==> config.mk <==
export PLATFORM = sky130hd
export DESIGN_NAME = am_sweep_ctrl
export DESIGN_NICKNAME = d
export VERILOG_FILES = /design/src/rtl/am_sweep_ctrl.sv
export SDC_FILE = /design/constraint.sdc
export NUM_CORES = 1
export LEC_CHECK = 0
export CORE_MARGIN = 10
export CORE_UTILIZATION = 55
export CTS_CLUSTER_DIAMETER = 50
export DETAILED_ROUTE_END_ITERATION = 8
export PLACE_DENSITY = 0.76
export SKIP_LAST_GASP = 1
export SLEW_MARGIN = 20
export SYNTH_ARGS = -nofsm -noshare
export SYNTH_HDL_FRONTEND = slang
export SYNTH_SLANG_ARGS = --single-unit
==> constraint.sdc <==
create_clock -name clk -period 4.03 [get_ports clk]
set_input_delay 0.806 -clock clk [delete_from_list [all_inputs] [get_ports clk]]
set_output_delay 0.806 -clock clk [all_outputs]
set_load 0.01 [all_outputs]
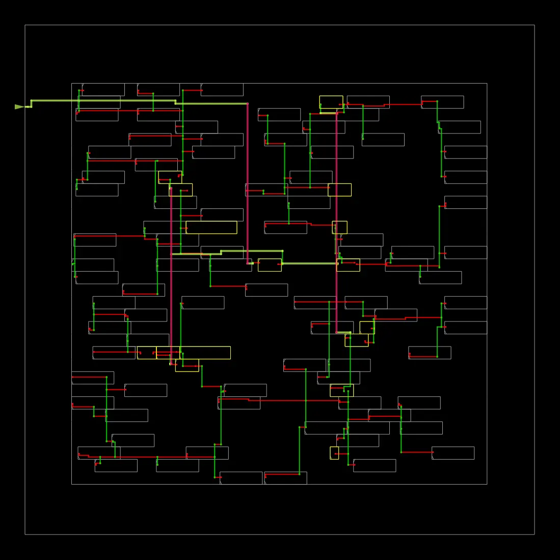
clock_nets.png
Clock Sinks: 86
number of buffers inserted during clock tree synthesis: 9
setup skew after layout: 14.0 ps
Worst-Skew Late Latency: 360 ps
layout clock buffer count: 10

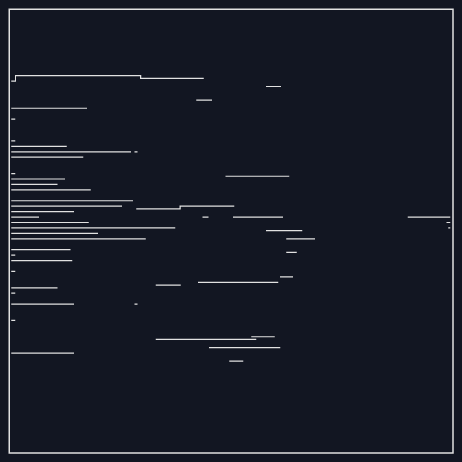
m3.png
Drawn at 4 px/um.
43 nets have wire on it. The layer holds 6.2% of the routed length. The longest straight run is 40.7 um. The layer carries 614 um of wire.
sum of routed wire length over all layers: 9940 um
overall via count from detail_route: 3302
global-route track usage on met3: 0.0492

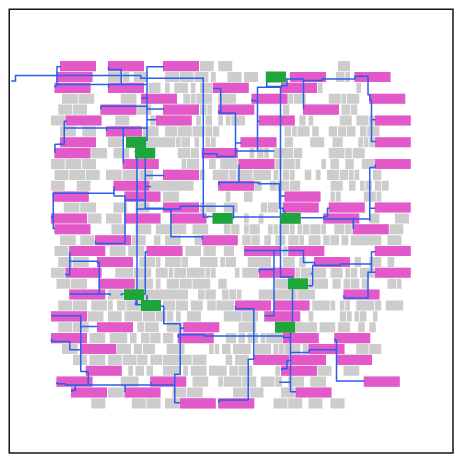
clock_wires.png
Drawn at 4 px/um.
Key: green = clock-net drivers [count 9]; magenta = flip-flops [count 86]; blue = clock wires [length 1040 um]
There are 10 routed clock nets. Position of the flops: spread over the die.
clock group power: 0.000698 W
Clk pwr share: 0.217

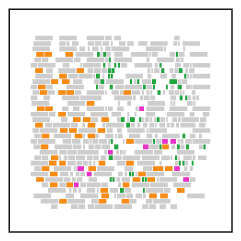
gates.png
Drawn at 2 px/um.
Key: magenta = non-inverting ao/oa cells [cells 10, most used a21o_2]; orange = mux cells [cells 56, most used mux2_2]; green = nand cells [cells 56, most used nand2_1]
fin cells: 586
top logic cell by instance count in the layout: sky130_fd_sc_hd__dfrtp_1
multi-input gate share of total cell area: 0.409

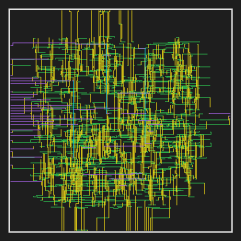
layers.png
Drawn at 2 px/um.
Key: yellow = M2 [wire length 4820 um]; green = M1 [wire length 4380 um]; cyan = M4 [wire length 120 um]; purple = M3 [wire length 614 um]
combined global-route utilization of all metal layers: 0.166
final routed wire length divided by cell count: 17.0 um

==> impl_metrics.py <==
# Physical implementation metrics
metrics = {
    "timing": {
        "finalWorstSetupSlack_ps": 245,
        "finalCritPeriodShare": 0.939,
        "setup_repair_after_global_routing_missed_its_margin": "no",
        "period_needed_ps": 3790,
        "worst_slew_pin_slew_ps": 681,
        "relSlewSlack": 0.543,
        "setup-violations-final": 0,
        "final_tally_of_hold_violations": 0,
        "finalMaxSlewViolations": 0,
        "fmax_ghz": 0.264,
        "totalNegativeSetupSlack_ps": 0,
    },
    "yosys": {
        "yosys.area.top_type": "sky130_fd_sc_hd__dfrtp_1",
        "ys_seq_elements": 86,
        "mappedNetlistArea_mm2": 0.00451,
        "yosys_cells": 413,
        "synth_seq_share": 0.477,
        "ys.warnings.count": 0,
        "netlist_top_cells_count": "sky130_fd_sc_hd__dfrtp_1 (86), sky130_fd_sc_hd__mux2_2 (50), sky130_fd_sc_hd__nor2_1 (37), sky130_fd_sc_hd__nand2_1 (31), sky130_fd_sc_hd__ha_1 (21)",
        "yosys_area_mm2": 0.00451,
        "edf_count": 0,
        "synthesis.nets": 471,
        "post_synth_num_cell_types": 54,
        "yosys_most_used_dff": "sky130_fd_sc_hd__dfrtp_1",
        "top_area_frac": 0.477,
        "synthArstFlopShare": 1.00,
        "post_synth.cell_area_avg_um2": 10.9,
        "synthesis.instances": 413,
        "netlist.top_cell.by_instances": "sky130_fd_sc_hd__dfrtp_1",
        "synth.area.top_cells": "sky130_fd_sc_hd__dfrtp_1 (48%), sky130_fd_sc_hd__mux2_2 (12%), sky130_fd_sc_hd__ha_1 (5.8%), sky130_fd_sc_hd__xnor2_1 (3.1%), sky130_fd_sc_hd__nor2_1 (3.1%)",
    },
    "worst_setup_path": {
        "timing.critical_path.cells": "ha_1 > and3_1 > a221o_1 > o41ai_1 > xnor2_1 > ha_1 > nand2_1 > o21a_1 > o21ai_0 > nor3b_2 > o21ai_2 > mux2_2",
        "rr_worst_depth": 12,
        "crit_path_max_fanout": 8,
        "critPathLaunchType": "register",
        "timing.critical_path.slowest_cell_delay_ps": 450,
        "worst_ep_arrival_time_ps": 4020,
        "rrSetupSlack_ps": 240,
        "crit_path_end_kind": "register",
        "highest_delay_cell_along_the_critical_path": "sky130_fd_sc_hd__o21ai_2",
        "critical-path-top-cell-by-count": "sky130_fd_sc_hd__ha_1",
        "worst-endpoint-required_ps": 4260,
        "criticalPathCategory": "register to register",
    },
    "floorplanning": {
        "fp_util": 0.575,
        "chip_area_mm2": 0.0122,
        "row_count": 32,
        "core_area_mm2": 0.00785,
        "ioPinCount": 63,
        "die.size.x_um": 111,
        "floorplan.die.height_um": 111,
    },
    "global_routing": {
        "grt_pass1_wl_um": 17300,
        "antenna_found_initial": 0,
        "globalRouteOverflowTotal": 0,
        "grt_met2_use": 0.265,
        "busiest_layer": "met2",
        "global_route.usage.met1": 0.208,
        "pin_count_of_the_biggest_net_entering_global_routing": 48,
        "first_global_vias": 3485,
    },
    "placed_design": {
        "numPortBuffers": 62,
        "dp_hpwl_um": 7440,
        "gpl_congestion": 0.858,
        "setup_ws_pre_cts_ps": 211,
    },
    "pwr": {
        "powerDensity_mw_per_mm2": 585,
        "switching_power_w": 0.00113,
        "leakagePower_nw": 2.36,
        "vdd_drop_max_v": 0.000417,
        "power_frac_seq": 0.368,
        "power_switching_share": 0.351,
        "power.combinational.fraction": 0.415,
        "p_int_w": 0.00209,
        "total_power_w": 0.00322,
    },
    "hold_path": {
        "hold_class": "register to register",
        "holdPathStages": 1,
    },
    "clock_network": {
        "cts-hold-fix-buffers": 0,
        "cts.root.buffer_cell": "sky130_fd_sc_hd__clkbuf_8",
        "htree_levels": 3,
        "cts_buffer_depth": 2,
        "clk_transition_reported_paths_ps": 100,
        "tritoncts": "built",
    },
    "routing": {
        "antenna_violating_nets_post_route": 0,
        "first_iter_violations": 142,
        "remaining_drc_errors": 0,
        "firstDrtPassIters": 4,
        "via_per_inst": 5.63,
    },
    "finish": {
        "final_net_count": 537,
        "post_route_cells_drive_above_1_share": 0.190,
        "area_delta_synth_final_pct": 21.9,
        "fillCellCount": 605,
        "antenna_cells": 0,
        "largest_reg_flops": 16,
    },
    "status": {
        "outcome": "finished clean",
    },
    "run": {
        "openroad.warnings": 27,
        "maxCapViolCount": 0,
    },
}
==> cell usage in the layout, fill, tap and decap left out, types with 10 or more instances in the layout <==
| master | instances |
|---|---|
| sky130_fd_sc_hd__nand3_1 | 13 |
| sky130_fd_sc_hd__inv_1 | 16 |
| sky130_fd_sc_hd__mux2_2 | 50 |
| sky130_fd_sc_hd__nand2_1 | 31 |
| sky130_fd_sc_hd__ha_1 | 21 |
| sky130_fd_sc_hd__o21ai_0 | 12 |
| sky130_fd_sc_hd__dfrtp_1 | 86 |
| sky130_fd_sc_hd__nor3_1 | 12 |
| sky130_fd_sc_hd__clkdlybuf4s50_1 | 62 |
| sky130_fd_sc_hd__a21oi_1 | 18 |
| sky130_fd_sc_hd__xnor2_1 | 16 |
| sky130_fd_sc_hd__nor2_1 | 37 |
| sky130_fd_sc_hd__clkbuf_8 | 10 |
==> worst max-delay path, delay by kind of cell, from the launching register on <==
family / cells / cell delay [ps]
AND-OR/OR-AND: 5 / 1590
adder cells (fa/ha/maj): 2 / 700
AND/OR/NAND/NOR: 3 / 410
flip-flops: 1 / 410
multiplexers: 1 / 400
XOR/XNOR: 1 / 140
==> metal layers <==
layer,part of all wire,wire length (um)
met3,0.062,614
met2,0.49,4820
met5,0,0
met4,0.012,120
met1,0.44,4380
==> power groups by stage <==
stage               sequential [W]  clock (W)  combinational (W)
floorplan                  0.00120          0           0.000845
global placement           0.00119          0            0.00126
detailed placement         0.00120          0            0.00131
CTS                        0.00119   0.000708            0.00133
global route               0.00121   0.000743            0.00149
finish                     0.00119   0.000698            0.00134
==> stage by stage <==
| step | util | area, um2 | instances | hold slack [ps] |
|---|---|---|---|---|
| global route | 0.701 | 5500 | 586 | 539 |
| floorplan | - | 4510 | 413 | 474 |
| detailed placement | 0.671 | 5270 | 570 | 490 |
| global placement | 0.671 | 5270 | 570 | 481 |
| finish | 0.701 | 5500 | 586 | 505 |
| CTS | 0.701 | 5500 | 586 | 511 |
==> logic make-up after synthesis <==
group | count (synthesis) | synth area share
AND-OR/OR-AND | 58 | 0.0901
XOR/XNOR | 24 | 0.0466
adder cells (fa/ha/maj) | 22 | 0.0627
buffers and inverters | 30 | 0.0272
flip-flops | 86 | 0.477
multiplexers | 56 | 0.139
AND/OR/NAND/NOR | 137 | 0.157
==> repair_timing <==
item                                    CTS  global route
resized                                   0             1
endpoints found under the setup margin    0             9
buffers inserted                          0             0
==> final cells by class <==
class,count,area (um2),share of cell area
Clock inverter,6,93.8,0.0171
Tap cell,102,128,0.0232
Clock buffer,10,138,0.0250
Timing Repair Buffer,68,678,0.123
Inverter,17,65.1,0.0118
Multi-Input combinational cell,297,2250,0.409
Sequential cell,86,2150,0.391
No activity file was given, so power comes from the tool's default toggle rates.
